**Cell area per tile**

Drawn at 1.5 px/micron. The die is cut into 27 by 27 equal tiles; white is low, dark blue is high, 0 to 100% covered.
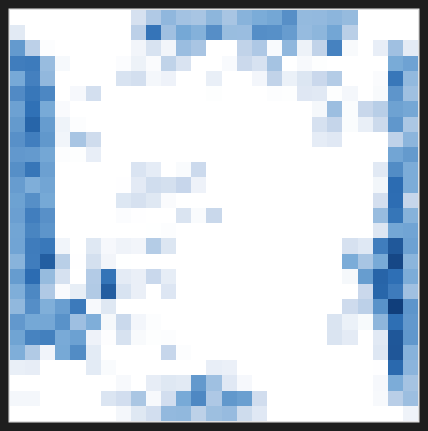
**Clock nets**

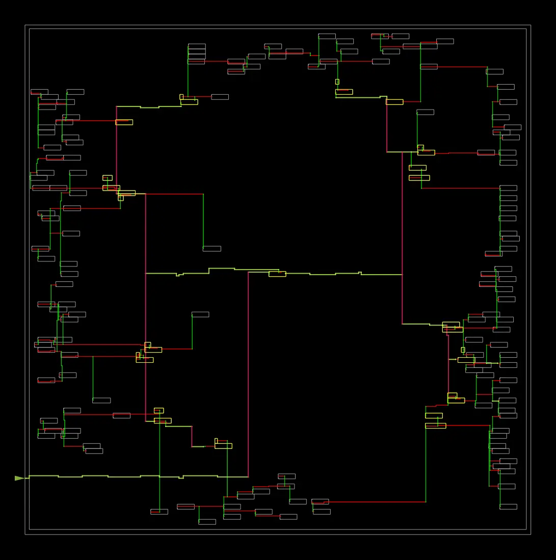
**Wiring by layer**

Drawn at 1.5 px/micron.
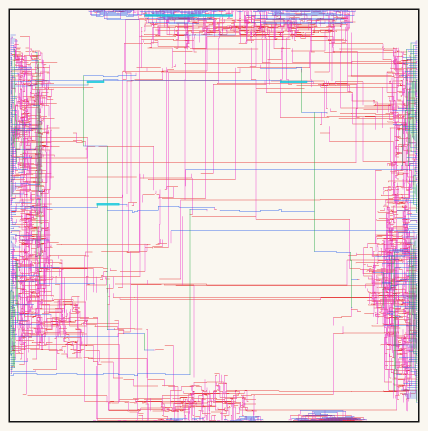
**Where the registers sit**

Drawn at 1.5 px/micron. Other sequential cells in the stronger gray, the rest of the logic in the fainter gray.
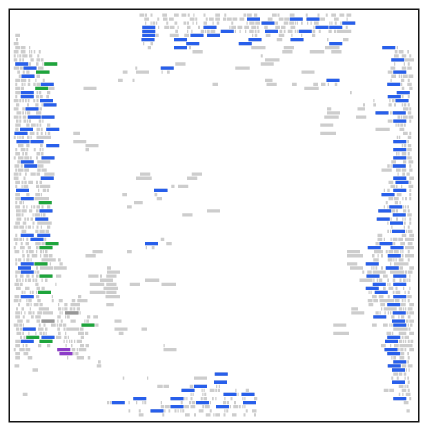
**M4 wires**

Drawn at 2 px/micron. Supply wires on this layer in gray.
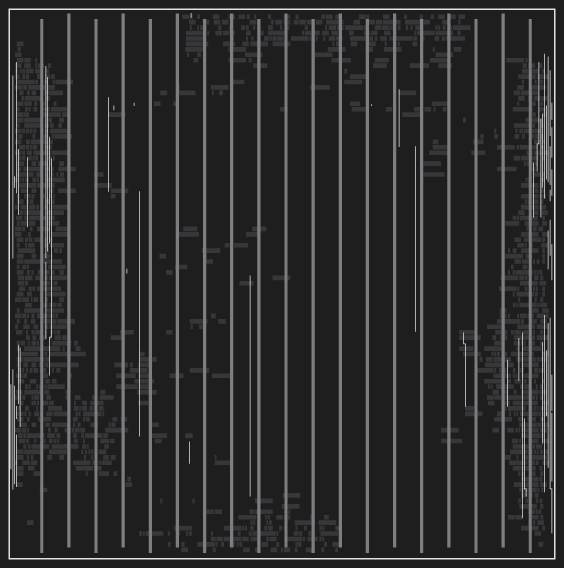
[src/rtl/cache_arbiter_pkg.sv]
// Shared types for the cache/memory arbitration slice.
//   lc3b_word       : byte address word
//   lc3b_cache_line : one whole cache line
//   lc3b_arb_state  : arbiter FSM state
//   arb_client_t    : which cache was granted most recently
package cache_arbiter_pkg;

  localparam int unsigned LC3B_WORD_W = 16;
  localparam int unsigned LC3B_LINE_W = 128;

  typedef logic [LC3B_WORD_W-1:0] lc3b_word;
  typedef logic [LC3B_LINE_W-1:0] lc3b_cache_line;

  typedef enum logic [1:0] {
    ARB_IDLE,
    ARB_SERVE_I,
    ARB_SERVE_D,
    ARB_DONE
  } lc3b_arb_state;

  typedef enum logic {
    GRANT_I,
    GRANT_D
  } arb_client_t;

endpackage

[src/rtl/arb_req_reg.sv]
// Holds the granted client's request for the whole memory transaction.
// Ports:
//   clk, rst_n : clock, asynchronous active-low clear
//   load       : capture addr_in/wdata_in/write_in this edge
//   addr_in    : line address (already line aligned by the caller)
//   wdata_in   : writeback line
//   write_in   : 1 = writeback, 0 = fill
//   addr, wdata, write : held request
module arb_req_reg
  import cache_arbiter_pkg::*;
#(
  parameter int unsigned ADDR_W = LC3B_WORD_W,
  parameter int unsigned LINE_W = LC3B_LINE_W
) (
  input  logic              clk,
  input  logic              rst_n,
  input  logic              load,
  input  logic [ADDR_W-1:0] addr_in,
  input  logic [LINE_W-1:0] wdata_in,
  input  logic              write_in,
  output logic [ADDR_W-1:0] addr,
  output logic [LINE_W-1:0] wdata,
  output logic              write
);

  always_ff @(posedge clk or negedge rst_n) begin
    if (!rst_n) begin
      addr  <= '0;
      wdata <= '0;
      write <= 1'b0;
    end else if (load) begin
      addr  <= addr_in;
      wdata <= wdata_in;
      write <= write_in;
    end
  end

endmodule

[src/rtl/cache_arbiter.sv]
// Arbitrates the I-cache and D-cache line-miss ports onto one physical
// memory port, one whole-line transaction at a time, round-robin on ties.
// Ports:
//   clk, rst_n                          : clock, asynchronous active-low reset
//   i_mem_read, i_mem_address           : I-cache fill request (level)
//   i_mem_rdata, i_mem_resp             : fill data / 1-cycle done pulse
//   d_mem_read, d_mem_write             : D-cache fill / writeback request (level)
//   d_mem_address, d_mem_wdata          : D-cache line address / writeback line
//   d_mem_rdata, d_mem_resp             : fill data / 1-cycle done pulse
//   pmem_read, pmem_write               : memory op, held until pmem_resp
//   pmem_address, pmem_wdata            : latched line address ([3:0]=0) / line
//   pmem_rdata, pmem_resp               : memory read data / completion
module cache_arbiter
  import cache_arbiter_pkg::*;
#(
  parameter int unsigned ADDR_W = LC3B_WORD_W,
  parameter int unsigned LINE_W = LC3B_LINE_W
) (
  input  logic              clk,
  input  logic              rst_n,
  input  logic              i_mem_read,
  input  logic [ADDR_W-1:0] i_mem_address,
  output logic [LINE_W-1:0] i_mem_rdata,
  output logic              i_mem_resp,
  input  logic              d_mem_read,
  input  logic              d_mem_write,
  input  logic [ADDR_W-1:0] d_mem_address,
  input  logic [LINE_W-1:0] d_mem_wdata,
  output logic [LINE_W-1:0] d_mem_rdata,
  output logic              d_mem_resp,
  output logic              pmem_read,
  output logic              pmem_write,
  output logic [ADDR_W-1:0] pmem_address,
  output logic [LINE_W-1:0] pmem_wdata,
  input  logic [LINE_W-1:0] pmem_rdata,
  input  logic              pmem_resp
);

  localparam logic [ADDR_W-1:0] LINE_MASK = {{(ADDR_W-4){1'b1}}, 4'b0000};

  lc3b_arb_state state, state_next;
  arb_client_t   last_grant;

  logic              i_req;
  logic              d_req;
  logic              grant_d;
  logic              load;
  logic              serving;
  logic [ADDR_W-1:0] sel_addr;
  logic [LINE_W-1:0] sel_wdata;
  logic              sel_write;
  logic              req_write;

  // Arbitration and request select. A D request with both read and write
  // high is treated as a writeback.
  always_comb begin
    i_req     = i_mem_read;
    d_req     = d_mem_read | d_mem_write;
    grant_d   = d_req & (~i_req | (last_grant == GRANT_I));
    load      = (state == ARB_IDLE) & (i_req | d_req);
    sel_addr  = (grant_d ? d_mem_address : i_mem_address) & LINE_MASK;
    sel_wdata = grant_d ? d_mem_wdata : '0;
    sel_write = grant_d & d_mem_write;

    state_next = state;
    case (state)
      ARB_IDLE: begin
        if (load) state_next = grant_d ? ARB_SERVE_D : ARB_SERVE_I;
      end
      ARB_SERVE_I, ARB_SERVE_D: begin
        if (pmem_resp) state_next = ARB_DONE;
      end
      // One bubble so the served client can drop its level request
      // before the next arbitration.
      ARB_DONE: state_next = ARB_IDLE;
      default:  state_next = ARB_IDLE;
    endcase
  end

  always_ff @(posedge clk or negedge rst_n) begin
    if (!rst_n) begin
      state      <= ARB_IDLE;
      last_grant <= GRANT_D;
    end else begin
      state <= state_next;
      if (load) last_grant <= grant_d ? GRANT_D : GRANT_I;
    end
  end

  arb_req_reg #(
    .ADDR_W(ADDR_W),
    .LINE_W(LINE_W)
  ) u_req_reg (
    .clk      (clk),
    .rst_n    (rst_n),
    .load     (load),
    .addr_in  (sel_addr),
    .wdata_in (sel_wdata),
    .write_in (sel_write),
    .addr     (pmem_address),
    .wdata    (pmem_wdata),
    .write    (req_write)
  );

  // Memory strobes decode purely from registered state and latched op.
  always_comb begin
    serving     = (state == ARB_SERVE_I) | (state == ARB_SERVE_D);
    pmem_read   = serving & ~req_write;
    pmem_write  = serving & req_write;
    i_mem_resp  = (state == ARB_SERVE_I) & pmem_resp;
    d_mem_resp  = (state == ARB_SERVE_D) & pmem_resp;
    i_mem_rdata = pmem_rdata;
    d_mem_rdata = pmem_rdata;
  end

endmodule
[config.mk]
export PLATFORM = sky130hd
export DESIGN_NAME = cache_arbiter
export DESIGN_NICKNAME = d
export VERILOG_FILES = /design/src/rtl/cache_arbiter_pkg.sv /design/src/rtl/arb_req_reg.sv /design/src/rtl/cache_arbiter.sv
export SDC_FILE = /design/constraint.sdc
export NUM_CORES = 1
export LEC_CHECK = 0
export ABC_AREA = 1
export CAP_MARGIN = 10
export CORE_AREA = 2 2 270 272
export DETAILED_ROUTE_END_ITERATION = 10
export DIE_AREA = 0 0 272 274
export SLEW_MARGIN = 40
export SYNTH_ARGS = -nofsm -noshare
export SYNTH_HDL_FRONTEND = slang
export SYNTH_SLANG_ARGS = --single-unit
[constraint.sdc]
create_clock -name clk -period 1.3 [get_ports clk]
set_input_delay 0.26 -clock clk [delete_from_list [all_inputs] [get_ports clk]]
set_output_delay 0.26 -clock clk [all_outputs]
set_load 0.005 [all_outputs]
==> CHANGELOG.md <==
### Implementation results

* Status: finished with violations
* Violated checks: negative setup slack
* Area fraction in mux cells at 0%
* Top power group: combinational cells
* Final clock-cell share at 4.66%
* Critical Path Sink: u_req_reg.wdata[75]$_DFFE_PN0P_
* Non-CTS buffers at 465
* Final setup fails at 148
* Met2 Use GR at 13.8%
* Clock slew at reported path FFs at 0.07 ns
* CP most frequent cell: buf_12
* Met3 WL at 4400 microns
* Synth top cells by count: 312 x nand2_1, 262 x buf_4, 143 x dfrtp_1, 143 x nand3_1, 30 x buf_2
* Grt met1 use at 9.72%
* Die Wd at 272 microns
* Most common logic cells in the final layout: 199 x nand2_1, 156 x clkdlybuf4s50_1, 141 x dfrtp_1, 134 x buf_2, 104 x buf_4
* Critical path depth in cells at 10
* Yosys cell types at 17
* Dominant comb cell: buffers and inverters
* Placed inst area at 10,600 sq um
* Cell-internal power at 0.0185 W
* Total Neg Setup Slack at -46.40 ns
* Syn Area/Cell at 8.40 sq um
* H-tree level count at 4
* Post-CTS Setup Repair Bufs at 42
* Worst path slowest cell: dfrtp_1
* Post-cts resize count at 688
* Comb area at 2890 sq um
* RSZ-0062 raised after global routing: yes
* Comb power frac at 57.6%
* Routed vias/inst at 3.28
* Num CTS Buffers at 17
* Simple share at 24.9%
* Worst r2r path cells at 10
* Max FO, Critical Path at 6
* Tool warnings at 40
* Yosys top cell by instances: nand2_1
* Setup ws final at -0.388 ns
* Initial DRC count at 228
* Fp util at 11.1%
* Compound Share, Synth at 0.203%
* VDD IR max at 1.03 mV
* DP HPWL at 21,700 microns
* Biggest register: u_req_reg.wdata
* Worst R2R Setup Slack at -0.39 ns
* Most instantiated logic cell after routing: nand2_1
* M3 GR Usage at 5.25%
* Dominant cell type by area after synthesis: dfrtp_1
* Hold Vio Cnt, Final at 0
* Tapcells at 959
* CP Cell Sequence: inv_2 -> ha_4 -> a21boi_4 -> buf_12 -> buf_12 -> buf_12 -> buf_12 -> buf_16 -> nand3_2 -> nand2_2
* Top class by area: non-clock buffers
* Clock buffer depth at 2
* Total power at 0.0303 W
* Synth top area share at 44.7%
* Routability cong. at 0.749
* Fraction of area in multi-input gates at 22.3%
* Met1 wire length at 13,300 microns
* Maximum clock rate at 592 MHz
* FFs w/ async S/R, synth at 100%
* Nets@finish at 1,433
* Worst path max stage delay at 0.39 ns
* Mapped Cells at 954
* Core area at 72,000 sq um
* Clock power share at 17.6%
* Sw frac at 38.8%
* Non-clock buffer share at 34.7%
* Worst Path Required at 1.70 ns
* Filler cells at 8,014
* Comb group at 0.0174 W
* Layer with the highest usage: met2
* Finished Cell Area at 13,000 sq um
* Rows at 99
* Final period utilization at 130%
* Startpoint Class: flop
* Post-synthesis adder-cell area fraction at 0.625%
* Ys flops at 144
* Drt drc at 0
* Top_reg_cell synth: dfrtp_1
* Antenna violations before repair at 5
* Seq share, synth at 45.0%
* Final min period at 1.69 ns
* Largest net degree at the start of global routing at 52
* Top post-synthesis cells by area: dfrtp_1 45%, buf_4 25%, nand2_1 15%, nand3_1 8.9%, buf_2 1.9%
* Final Util at 18.1%
* Met2 Routed Length at 16,200 microns
* Max Transition Viols Final at 0
* Inverter count at 26
* Worst hold path class: in2async
-- 'cell area per tile' (at the start) --
densest ninth of the die: left middle
fullest tile: 94%
emptiest ninth of the die: middle
tiles over 75% full: 1.9%
nearly empty tiles: 55%
mean over tiles: 16%

-- 'clock nets' (at the start) --
Clock Latency Late Sink: 0.46 ns
clock tree sinks: 144
clock buf count: 21
clock network power: 0.00534 W

-- 'wiring by layer' (at the start) --
| color | layer | wire length |
|---|---|---|
| green | M4 | 2,390 microns |
| cyan | M5 | 97.5 microns |
| blue | M3 | 4,400 microns |
| magenta | M2 | 16,200 microns |
| red | M1 | 13,300 microns |

-- 'where the registers sit' (at the start) --
| color | netlist name | flops |
|---|---|---|
| purple | state | 2 |
| green | u_req_reg.addr | 12 |
| blue | u_req_reg.wdata | 128 |
not colored: 2
FF/Latch Area: 3610 sq um
Seq power: 0.00749 W

-- 'M4 wires' (at the start) --
nets with wire on the layer: 49
main direction: vertical
Routed WL: 36,400 microns
Vias: 6,921

Power figures rest on the tool's default switching activity, not on a simulated workload.
